==> src/rtl/darksocv_uart_tx_arb.sv <==
// rtl/darksocv_uart_tx_arb.sv - round-robin arbiter sharing one 8N1 UART transmitter among NREQ byte sources
// Optional feature macro: UART_ARB_LINE_LOCK_EN (hold the grant on one source until it sends 0x0A).
module darksocv_uart_tx_arb #(
    parameter int NREQ     = 2,
    parameter int BAUD_DIV = 868,
    localparam int GW      = (NREQ > 1) ? $clog2(NREQ) : 1
) (
    input  logic              XCLK,
    input  logic              XRES,
    input  logic [NREQ-1:0]   req_valid,
    input  logic [NREQ*8-1:0] req_data,
    output logic [NREQ-1:0]   req_ready,
    output logic              UART_TXD,
    output logic              busy,
    output logic [GW-1:0]     grant_id,
    output logic [3:0]        DEBUG
`ifdef UART_ARB_LINE_LOCK_EN
    ,
    output logic              locked
`endif
);

    localparam int CW = (BAUD_DIV > 1) ? $clog2(BAUD_DIV) : 1;

    typedef enum logic [1:0] {
        S_IDLE  = 2'd0,
        S_START = 2'd1,
        S_DATA  = 2'd2,
        S_STOP  = 2'd3
    } state_t;

    state_t        state;
    state_t        state_nx;
    logic [CW-1:0] baud_cnt;
    logic [CW-1:0] baud_cnt_nx;
    logic [2:0]    bit_cnt;
    logic [2:0]    bit_cnt_nx;
    logic [7:0]    shreg;
    logic [7:0]    shreg_nx;
    logic [GW-1:0] rr_ptr;
    logic [GW-1:0] rr_ptr_nx;
    logic [GW-1:0] grant_nx;
    logic          tx_q;
    logic          tx_nx;
    logic          tick;
    logic          win_found;
    logic [GW-1:0] win_idx;
    logic [GW-1:0] cand;
    logic [7:0]    win_byte;
    logic          handshake;
    int            scan_idx;
`ifdef UART_ARB_LINE_LOCK_EN
    logic          lock_q;
    logic          lock_nx;
`endif

    assign tick = (baud_cnt == CW'(BAUD_DIV - 1));

    // Winner search: first valid requester at or after the RR pointer, wrapping.
    always_comb begin
        win_found = 1'b0;
        win_idx   = '0;
        scan_idx  = 0;
        cand      = '0;
        for (int k = 0; k < NREQ; k++) begin
            scan_idx = (int'(rr_ptr) + k) % NREQ;
            cand     = GW'(scan_idx);
            if (!win_found && req_valid[cand]) begin
                win_found = 1'b1;
                win_idx   = cand;
            end
        end
`ifdef UART_ARB_LINE_LOCK_EN
        if (lock_q) begin
            win_found = req_valid[grant_id];
            win_idx   = grant_id;
        end
`endif
    end

    assign win_byte  = req_data[{win_idx, 3'b000} +: 8];
    assign handshake = (state == S_IDLE) && XRES && win_found;

    always_ff @(posedge XCLK) begin
        if (!XRES) begin
            state    <= S_IDLE;
            baud_cnt <= '0;
            bit_cnt  <= '0;
            shreg    <= '0;
            rr_ptr   <= '0;
            grant_id <= '0;
            tx_q     <= 1'b1;
`ifdef UART_ARB_LINE_LOCK_EN
            lock_q   <= 1'b0;
`endif
        end else begin
            state    <= state_nx;
            baud_cnt <= baud_cnt_nx;
            bit_cnt  <= bit_cnt_nx;
            shreg    <= shreg_nx;
            rr_ptr   <= rr_ptr_nx;
            grant_id <= grant_nx;
            tx_q     <= tx_nx;
`ifdef UART_ARB_LINE_LOCK_EN
            lock_q   <= lock_nx;
`endif
        end
    end

    always_comb begin
        state_nx = state;
        case (state)
            S_IDLE:  if (handshake) state_nx = S_START;
            S_START: if (tick) state_nx = S_DATA;
            S_DATA:  if (tick && (bit_cnt == 3'd7)) state_nx = S_STOP;
            S_STOP:  if (tick) state_nx = S_IDLE;
            default: state_nx = S_IDLE;
        endcase
    end

    // Outputs and datapath next values; TXD is registered from the next state.
    always_comb begin
        req_ready   = '0;
        baud_cnt_nx = '0;
        bit_cnt_nx  = '0;
        shreg_nx    = shreg;
        rr_ptr_nx   = rr_ptr;
        grant_nx    = grant_id;
        tx_nx       = 1'b1;
`ifdef UART_ARB_LINE_LOCK_EN
        lock_nx     = lock_q;
`endif
        if (handshake) begin
            req_ready[win_idx] = 1'b1;
            shreg_nx           = win_byte;
            grant_nx           = win_idx;
            rr_ptr_nx          = GW'((int'(win_idx) + 1) % NREQ);
`ifdef UART_ARB_LINE_LOCK_EN
            lock_nx            = (win_byte != 8'h0A);
`endif
        end
        if (state != S_IDLE && !tick) begin
            baud_cnt_nx = baud_cnt + 1'b1;
        end
        if (state == S_DATA) begin
            bit_cnt_nx = tick ? bit_cnt + 3'd1 : bit_cnt;
            if (tick) begin
                shreg_nx = {1'b0, shreg[7:1]};
            end
        end
        case (state_nx)
            S_START: tx_nx = 1'b0;
            S_DATA:  tx_nx = shreg_nx[0];
            default: tx_nx = 1'b1;
        endcase
    end

    assign UART_TXD = tx_q;
    assign busy     = (state != S_IDLE);
`ifdef UART_ARB_LINE_LOCK_EN
    assign locked   = lock_q;
    assign DEBUG    = {busy, tx_q, state[1], lock_q};
`else
    assign DEBUG    = {busy, tx_q, state};
`endif

endmodule

==> config.mk <==
export PLATFORM = sky130hd
export DESIGN_NAME = darksocv_uart_tx_arb
export DESIGN_NICKNAME = d
export VERILOG_FILES = /design/src/rtl/darksocv_uart_tx_arb.sv
export SDC_FILE = /design/constraint.sdc
export NUM_CORES = 1
export LEC_CHECK = 0
export CAP_MARGIN = 5
export CORE_MARGIN = 1.5
export CORE_UTILIZATION = 42
export CTS_BUF_LIST = sky130_fd_sc_hd__clkbuf_4 sky130_fd_sc_hd__clkbuf_8
export DETAILED_ROUTE_END_ITERATION = 10
export PLACE_DENSITY = 0.72
export SYNTH_ARGS = -nofsm -noshare
export SYNTH_HDL_FRONTEND = slang
export SYNTH_SLANG_ARGS = --single-unit
==> constraint.sdc <==
create_clock -name XCLK -period 1.7 [get_ports XCLK]
set_input_delay 0.17 -clock XCLK [delete_from_list [all_inputs] [get_ports XCLK]]
set_output_delay 0.17 -clock XCLK [all_outputs]
set_load 0.02 [all_outputs]
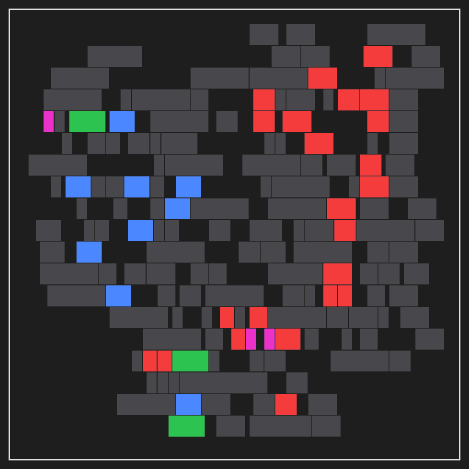
Figure 1: run 1, logic cells by family.
(8 px per um)
Key: red = aoi and oai cells [cells 23, most used a222oi_1]; green = fa/ha/maj cells [cells 3, most used ha_1]; blue = xor and xnor cells [cells 9, most used xor2_1, where middle left]; magenta = inv cells [cells 3, most used inv_1]
most common cell after layout, fill and taps aside: sky130_fd_sc_hd__dfxtp_1
combinational fraction of the cell area: 38.3%
number of standard cells in the layout, taps in and fillers out: 194

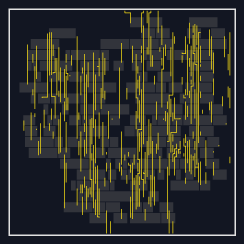
Figure 2: run 1, M2 wires.
(4 px per um)
166 nets have wire on it. The layer holds 49% of the routed length. The longest straight run is 29.6 um.

==> ci_impl_report.md, run 1 <==
## PnR job results

| Metric | Value |
|---|---|
| Row Count | `19` |
| Bufs and invs on worst path | `0` |
| Area share of the largest cell type after synthesis | `43.9%` |
| Result of the run | `finished, final reports clean` |
| Worst endpoint data arrival time | `1.86 ns` |
| Sum of net half-perimeters after detailed placement | `1910 um` |
| Min-Delay Path Depth | `1` |
| Synth-to-Final Area Change | `34.0%` |
| FA/HA/MAJ Cells, Area Fraction | `3.17%` |
| Gr usage total | `17.5%` |
| Max VDD drop | `0.530 mV` |
| Sum of met2 wire segment lengths after detailed routing | `1280 um` |
| Seq area share | `32.9%` |
| Number of standard cells after synthesis | `129` |
| Average detailed-routed wire length per instance | `13.3 um` |
| Largest logic family | `simple AND/OR/NAND/NOR gates` |
| Clock tree root buffer cell | `sky130_fd_sc_hd__clkbuf_4` |
| Peak clock frequency supported by timing | `622 MHz` |
| Latency at later pin | `0.32 ns` |
| Worst-case hold slack | `0.464 ns` |
| Flip-flop and latch power | `646 uW` |
| Share of post-route cells with drive strength above 1 | `13.5%` |
| Summed standard-cell area reported by yosys | `1180 sq um` |
| Setup bufs post-CTS | `0` |
| Antenna cell count | `0` |
| Placed instance area | `1520 sq um` |
| Path type of the worst min-delay path | `flop to flop` |
| Setup TNS | `0 ns` |
| Min Tclk post-route | `1.61 ns` |
| Area taken by flip-flops and latches | `522 sq um` |
| Leak | `0.000634 uW` |
| Endpoint of the most critical setup path | `UART_TXD` |
| Comb gate area | `608 sq um` |
| Normalized max-slew margin | `75.3%` |
| Transition time at the pin with the least slew margin | `0.361 ns` |
| Routed metal-1 wirelength | `1150 um` |
| Async SR Flop Fraction | `0%` |
| Total standard cell area after synthesis | `1180 sq um` |
| Cell with the most instances after synthesis | `sky130_fd_sc_hd__dfxtp_1` |
| Clock buffer cells | `3` |
| Number of CTS-inserted buffers | `3` |
| Number of max-cap violations | `0` |
| Flop-to-flop setup slack | `0.09 ns` |
| DR vias/cell | `5.47` |
| Flip-flop count of the largest register after layout | `10` |
| Area fraction in compound gates | `17.0%` |
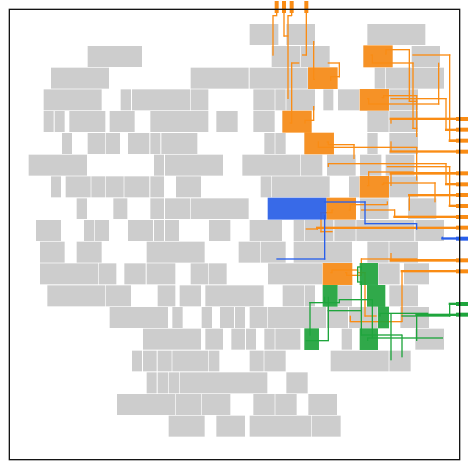
Figure 3: run 1, port wiring.
(8 px per um)
Key: orange = `req_data` [bits 16, direction input, edge 12 right, 4 top, end cells 8, buffers 16, wire 327 um]; blue = `grant_id` [bits 1, direction output, edge right, end cells 1, buffers 1, wire 28.1 um]; green = `req_valid` [bits 2, direction input, edge right, end cells 6, buffers 3, wire 85.6 um]
Top-Level Pins: 29
number of buffer cells added on primary ports: 28

==> run 1 -> run 2 <==
Settings changed: CORE_UTILIZATION 42 to 28, PLACE_DENSITY 0.72 to unset.
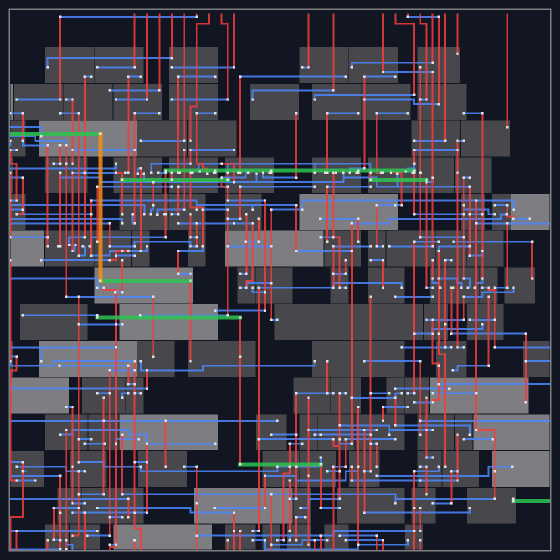
Figure 4: run 2, a small window of the routed layout.
Region (14, 28) to (54, 68) um. Cells in gray, sequential cells in the stronger gray; small squares are vias.
Key: orange = M4; blue = M1; red = M2; green = M3
105 logic cells have their middle in the window. Netlist names of flops here include `shreg` (5), `baud_cnt` (4), `state` (2). Sequential cells in the window: 13. Most frequent: clkdlybuf4s50_1 (19), dfxtp_1 (13), buf_4 (11).

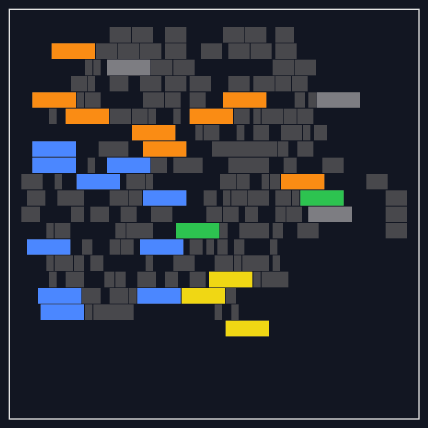
Figure 5: run 2, sequential cells grouped by signal name.
(6 px per um) Other sequential cells in the stronger gray, the rest of the logic in the fainter gray.
Key: orange = `shreg` [sequential cells 8]; green = `state` [sequential cells 2]; yellow = `bit_cnt` [sequential cells 3]; blue = `baud_cnt` [sequential cells 10, where middle left]
Another 3 sequential cells are not colored.
end-of-flow core utilization: 40.9%
Seq area share: 31.6%
flip-flop and latch power: 644 uW

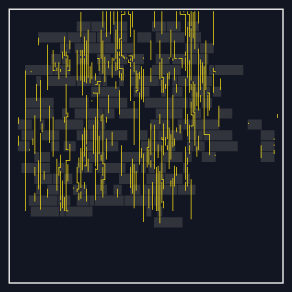
Figure 6: run 2, M2 wires.
(4 px per um)
The longest straight run is 35.0 um. The layer holds 48% of the routed length. The layer carries 1250 um of wire. 164 nets have wire on it.
via count: 1059
met2 track utilization from global routing: 19.3%
total wirelength of the detailed-routed design: 2630 um

==> run 2 against run 1 <==
Effect of this change: setup slack got worse by 0.014 ns; synthesized area unchanged; register-to-register slack about the same; via count decreased by 0.28%; utilization decreased by 18 points; clock skew decreased by 0.0069 ns; final cell count increased by 11%; sequential share of layout area decreased by 1.2 points; power increased by 7.5%; count of clock-buffer cells in the layout unchanged; largest power group unchanged; highest routed layer unchanged.
==> ci_impl_report.md, run 2 <==
## PnR job results

| Metric | Value |
|---|---|
| Result of the run | `finished, final reports clean` |
| FA/HA/MAJ Cells, Area Fraction | `3.17% (unchanged)` |
| Row Count | `23 (+4)` |
| Comb gate area | `614 sq um (+1.0%)` |
| Number of DRC violations after detailed routing | `0` |
| Total standard cell area after synthesis | `1180 sq um (unchanged)` |
| Number of buffer cells added on primary ports | `28 (unchanged)` |
| Area share of the largest cell type after synthesis | `43.9% (unchanged)` |
| Path type of the worst min-delay path | `flop to flop` |
| Area fraction in compound gates | `17.0% (unchanged)` |
| Top-Level Pins | `29 (unchanged)` |
| Source of the worst register-to-register timing path | `baud_cnt[0]` |
| Max VDD drop | `0.860 mV (+62%)` |
| Combinational fraction of the cell area | `37.3% (-0.99 points)` |
| Share of post-route cells with drive strength above 1 | `14.5% (+1.0 points)` |
| Number of CTS-inserted buffers | `3 (unchanged)` |
| Transition time at the pin with the least slew margin | `0.312 ns (-0.0492 ns)` |
| Placed instance area | `1560 sq um (+2.5%)` |
| Latency at later pin | `0.27 ns (-0.05 ns)` |
| Cell with the most instances after synthesis | `sky130_fd_sc_hd__dfxtp_1` |
| DR vias/cell | `4.93 (-10%)` |
| Endpoint of the most critical setup path | `DEBUG[3]` |
| Setup TNS | `0 ns (unchanged)` |
| Routed metal-1 wirelength | `1240 um (+8.5%)` |
| Average detailed-routed wire length per instance | `12.2 um (-8.4%)` |
| Worst-case hold slack | `0.452 ns (-0.0126 ns)` |
| Number of standard cells after synthesis | `129 (unchanged)` |
| Async SR Flop Fraction | `0% (unchanged)` |
| Min Tclk post-route | `1.62 ns (+0.0144 ns)` |
| Flip-flop count of the largest register after layout | `10 (unchanged)` |
| Xor and xnor fraction of the mapped netlist area | `6.65%` |
| Min-Delay Path Depth | `1 (unchanged)` |
| Clock tree root buffer cell | `sky130_fd_sc_hd__clkbuf_8` |
| Largest logic family | `simple AND/OR/NAND/NOR gates` |
| Number of standard cells in the layout, taps in and fillers out | `215 (+11%)` |
| Setup bufs post-CTS | `0 (unchanged)` |
| Synth-to-Final Area Change | `39.0%` |
| Peak clock frequency supported by timing | `617 MHz (-0.89%)` |
| Gr usage total | `12.4% (-5.1 points)` |
| Worst endpoint data arrival time | `1.45 ns (-0.41 ns)` |
| Antenna cell count | `0 (unchanged)` |
| Most common cell after layout, fill and taps aside | `sky130_fd_sc_hd__dfxtp_1` |
Power is estimated from default activity; no workload was simulated.
